## src/rtl/tomasulo_pkg.sv

```systemverilog
// Shared Tomasulo core definitions: bus widths, the "no producer" tag and
// the functional-unit index map used by the CDB arbiter and its clients.
package tomasulo_pkg;

  localparam int NUM_UNITS = 5;
  localparam int TAG_W     = 5;
  localparam int VAL_W     = 32;

  // A tag of all ones means "value already available / no producer".
  localparam logic [TAG_W-1:0] INVALID_TAG = 5'b11111;

  // Requester index of each functional unit on the CDB.
  localparam int UNIT_ADD   = 0;
  localparam int UNIT_LOGIC = 1;
  localparam int UNIT_MUL   = 2;
  localparam int UNIT_LOAD  = 3;
  localparam int UNIT_STORE = 4;

  typedef enum logic {
    CDB_IDLE = 1'b0,
    CDB_BUSY = 1'b1
  } cdb_state_e;

endpackage

```

## src/rtl/rr_pick.sv

```systemverilog
// Rotating-priority encoder: returns the first set bit of eligible when
// scanning from ptr upwards and wrapping at N. Purely combinational.
module rr_pick #(
  parameter int N  = 5,
  parameter int PW = 3
) (
  input  logic [N-1:0]  eligible,
  input  logic [PW-1:0] ptr,
  output logic          found,
  output logic [PW-1:0] winner
);

  logic [PW-1:0] idx_s;

  // Scan N positions starting at ptr; the first eligible one wins.
  always_comb begin
    found  = 1'b0;
    winner = {PW{1'b0}};
    idx_s  = {PW{1'b0}};
    for (int k = 0; k < N; k++) begin
      idx_s = PW'((int'(ptr) + k) % N);
      if (!found && eligible[idx_s]) begin
        found  = 1'b1;
        winner = idx_s;
      end else begin
        found  = found;
        winner = winner;
      end
    end
  end

endmodule

```

## src/rtl/cdb_arbiter.sv

```systemverilog
// Common data bus arbiter for the Tomasulo core. Picks one requester per
// cycle in round-robin order and registers its tag/value onto the bus for
// a single cycle, returning a coincident one-hot grant.
// Optional statistics counters are built when CDB_ARB_STATS_EN is defined.
module cdb_arbiter
  import tomasulo_pkg::*;
#(
  parameter int NUM_REQ = NUM_UNITS
) (
  input  logic                     clk,
  input  logic                     rst,
  input  logic [NUM_REQ-1:0]       in_request,
  input  logic [NUM_REQ*TAG_W-1:0] in_tag,
  input  logic [NUM_REQ*VAL_W-1:0] in_val,
  input  logic                     in_hold,
`ifdef CDB_ARB_STATS_EN
  output logic [31:0]              out_busy_cycles,
  output logic [31:0]              out_conflict_cycles,
`endif
  output logic [NUM_REQ-1:0]       out_grant,
  output logic                     out_broadcast,
  output logic [TAG_W-1:0]         out_tag,
  output logic [VAL_W-1:0]         out_val
);

  localparam int PTR_W = (NUM_REQ > 1) ? $clog2(NUM_REQ) : 1;

  logic [PTR_W-1:0]   ptr_r;
  logic [NUM_REQ-1:0] eligible_s;
  logic               found_s;
  logic [PTR_W-1:0]   winner_s;
  logic [TAG_W-1:0]   win_tag_s;
  logic [VAL_W-1:0]   win_val_s;
  logic [NUM_REQ-1:0] grant_next_s;
  logic [PTR_W-1:0]   ptr_next_s;

  // A requester is eligible when it asks, carries a real tag, and was not
  // granted last cycle (it is dropping its request right now).
  always_comb begin
    eligible_s = {NUM_REQ{1'b0}};
    for (int i = 0; i < NUM_REQ; i++) begin
      eligible_s[i] = in_request[i]
                    & (in_tag[i*TAG_W +: TAG_W] != INVALID_TAG)
                    & ~out_grant[i];
    end
  end

  rr_pick #(
    .N  (NUM_REQ),
    .PW (PTR_W)
  ) u_rr_pick (
    .eligible (eligible_s),
    .ptr      (ptr_r),
    .found    (found_s),
    .winner   (winner_s)
  );

  // Winner payload, one-hot grant and the pointer just past the winner.
  always_comb begin
    win_tag_s    = in_tag[winner_s*TAG_W +: TAG_W];
    win_val_s    = in_val[winner_s*VAL_W +: VAL_W];
    grant_next_s = {{(NUM_REQ-1){1'b0}}, 1'b1} << winner_s;
    if (winner_s == PTR_W'(NUM_REQ - 1)) begin
      ptr_next_s = {PTR_W{1'b0}};
    end else begin
      ptr_next_s = winner_s + {{(PTR_W-1){1'b0}}, 1'b1};
    end
  end

  // Bus register: broadcast the winner for one cycle, otherwise idle with
  // an invalid tag while the last value is kept on the data lines.
  always_ff @(posedge clk or posedge rst) begin
    if (rst) begin
      out_broadcast <= 1'b0;
      out_tag       <= INVALID_TAG;
      out_val       <= {VAL_W{1'b0}};
      out_grant     <= {NUM_REQ{1'b0}};
      ptr_r         <= {PTR_W{1'b0}};
    end else if (found_s && !in_hold) begin
      out_broadcast <= 1'b1;
      out_tag       <= win_tag_s;
      out_val       <= win_val_s;
      out_grant     <= grant_next_s;
      ptr_r         <= ptr_next_s;
    end else begin
      out_broadcast <= 1'b0;
      out_tag       <= INVALID_TAG;
      out_grant     <= {NUM_REQ{1'b0}};
    end
  end

`ifdef CDB_ARB_STATS_EN
  logic conflict_s;

  // Two or more eligible bits: clearing the lowest set bit leaves a one.
  always_comb begin
    conflict_s = ((eligible_s & (eligible_s - {{(NUM_REQ-1){1'b0}}, 1'b1}))
                  != {NUM_REQ{1'b0}});
  end

  // Saturating counters of busy bus cycles and contended cycles.
  always_ff @(posedge clk or posedge rst) begin
    if (rst) begin
      out_busy_cycles     <= 32'd0;
      out_conflict_cycles <= 32'd0;
    end else begin
      if (out_broadcast && (out_busy_cycles != 32'hFFFF_FFFF)) begin
        out_busy_cycles <= out_busy_cycles + 32'd1;
      end else begin
        out_busy_cycles <= out_busy_cycles;
      end
      if (conflict_s && (out_conflict_cycles != 32'hFFFF_FFFF)) begin
        out_conflict_cycles <= out_conflict_cycles + 32'd1;
      end else begin
        out_conflict_cycles <= out_conflict_cycles;
      end
    end
  end
`endif

endmodule

```

## config.mk

```make
export PLATFORM = sky130hd
export DESIGN_NAME = cdb_arbiter
export DESIGN_NICKNAME = d
export VERILOG_FILES = /design/src/rtl/tomasulo_pkg.sv /design/src/rtl/rr_pick.sv /design/src/rtl/cdb_arbiter.sv
export SDC_FILE = /design/constraint.sdc
export NUM_CORES = 1
export LEC_CHECK = 0
export CORE_UTILIZATION = 39
export CTS_BUF_LIST = sky130_fd_sc_hd__clkbuf_4
export DETAILED_ROUTE_END_ITERATION = 10
export PLACE_DENSITY = 0.89
export RECOVER_POWER = 50
export SYNTH_ARGS = -nofsm -noshare
export SYNTH_HDL_FRONTEND = slang
export SYNTH_SLANG_ARGS = --single-unit
```

## constraint.sdc

```tcl
create_clock -name clk -period 5.4 [get_ports clk]
set_input_delay 0.54 -clock clk [delete_from_list [all_inputs] [get_ports clk]]
set_output_delay 0.54 -clock clk [all_outputs]
set_load 0.03 [all_outputs]
```

class_map.png
The bar under the picture is 20 um long.
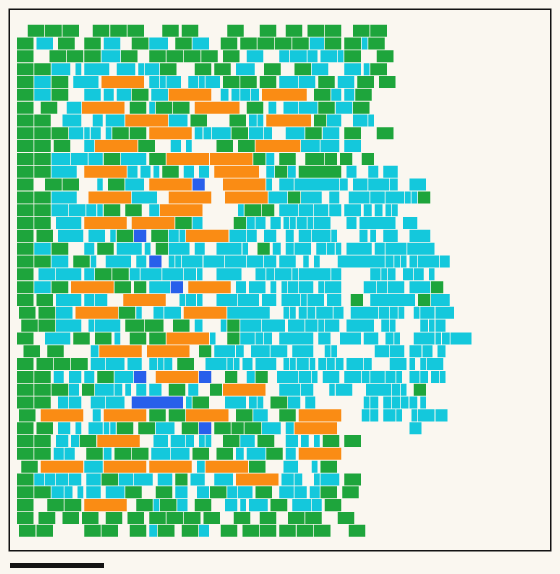
Key: remaining buffers and delay cells = green [cells 265]; registers = orange [cells 46]; clock drivers and dummy loads = blue [cells 8]; remaining logic cells = cyan [cells 459]
num rows: 40
fraction of standard cell area that is sequential: 15.2%
final standard cell utilization of the core: 62.8%

==> metrics.log <==
[flow] final metrics
[metrics] number of max-slew violations in the final report: 47
[metrics] buffering overhead: 34.1%
[metrics] maximum number of pins on one net before global-route repair: 52
[metrics] failing checks: capacitance limit, slew limit
[metrics] number of warnings printed during yosys synthesis: 0
[metrics] die x size: 115 um
[metrics] Cell Count Post-Placement: 933
[metrics] AND-OR/OR-AND Cells, Area Fraction: 27.3%
[metrics] path class of the lowest-slack min-delay path: flip-flop to flip-flop
[metrics] clock sink count: 46
[metrics] tally of max-capacitance violations: 1
[metrics] WHS Path Cells: 2
[metrics] final total negative setup slack: 0 ns
[metrics] port bufs: 235
[metrics] topmost layer with routed signal wires: met4
[metrics] result of the run: complete, but fails checks
[metrics] fraction of standard cell area in multi-input logic: 45.5%
[metrics] area of the placeable core: 12200 um^2
[metrics] post-cts hold buffer count: 0
layers.png
Only two layers are drawn.
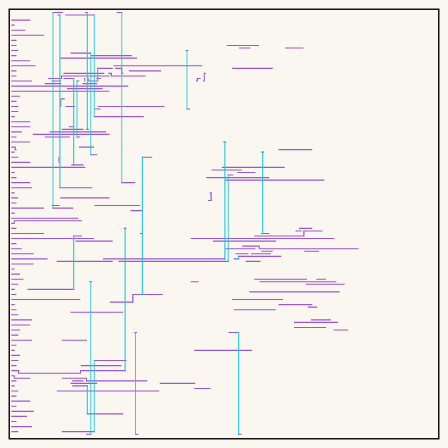
Key: M3 = purple [wire length 1360 um]; M4 = cyan [wire length 575 um]
global-route usage over all layers: 25.6%
mean routed wirelength per cell: 18.6 um
number of vias after detailed routing: 5388
total detailed-routing wirelength: 17600 um

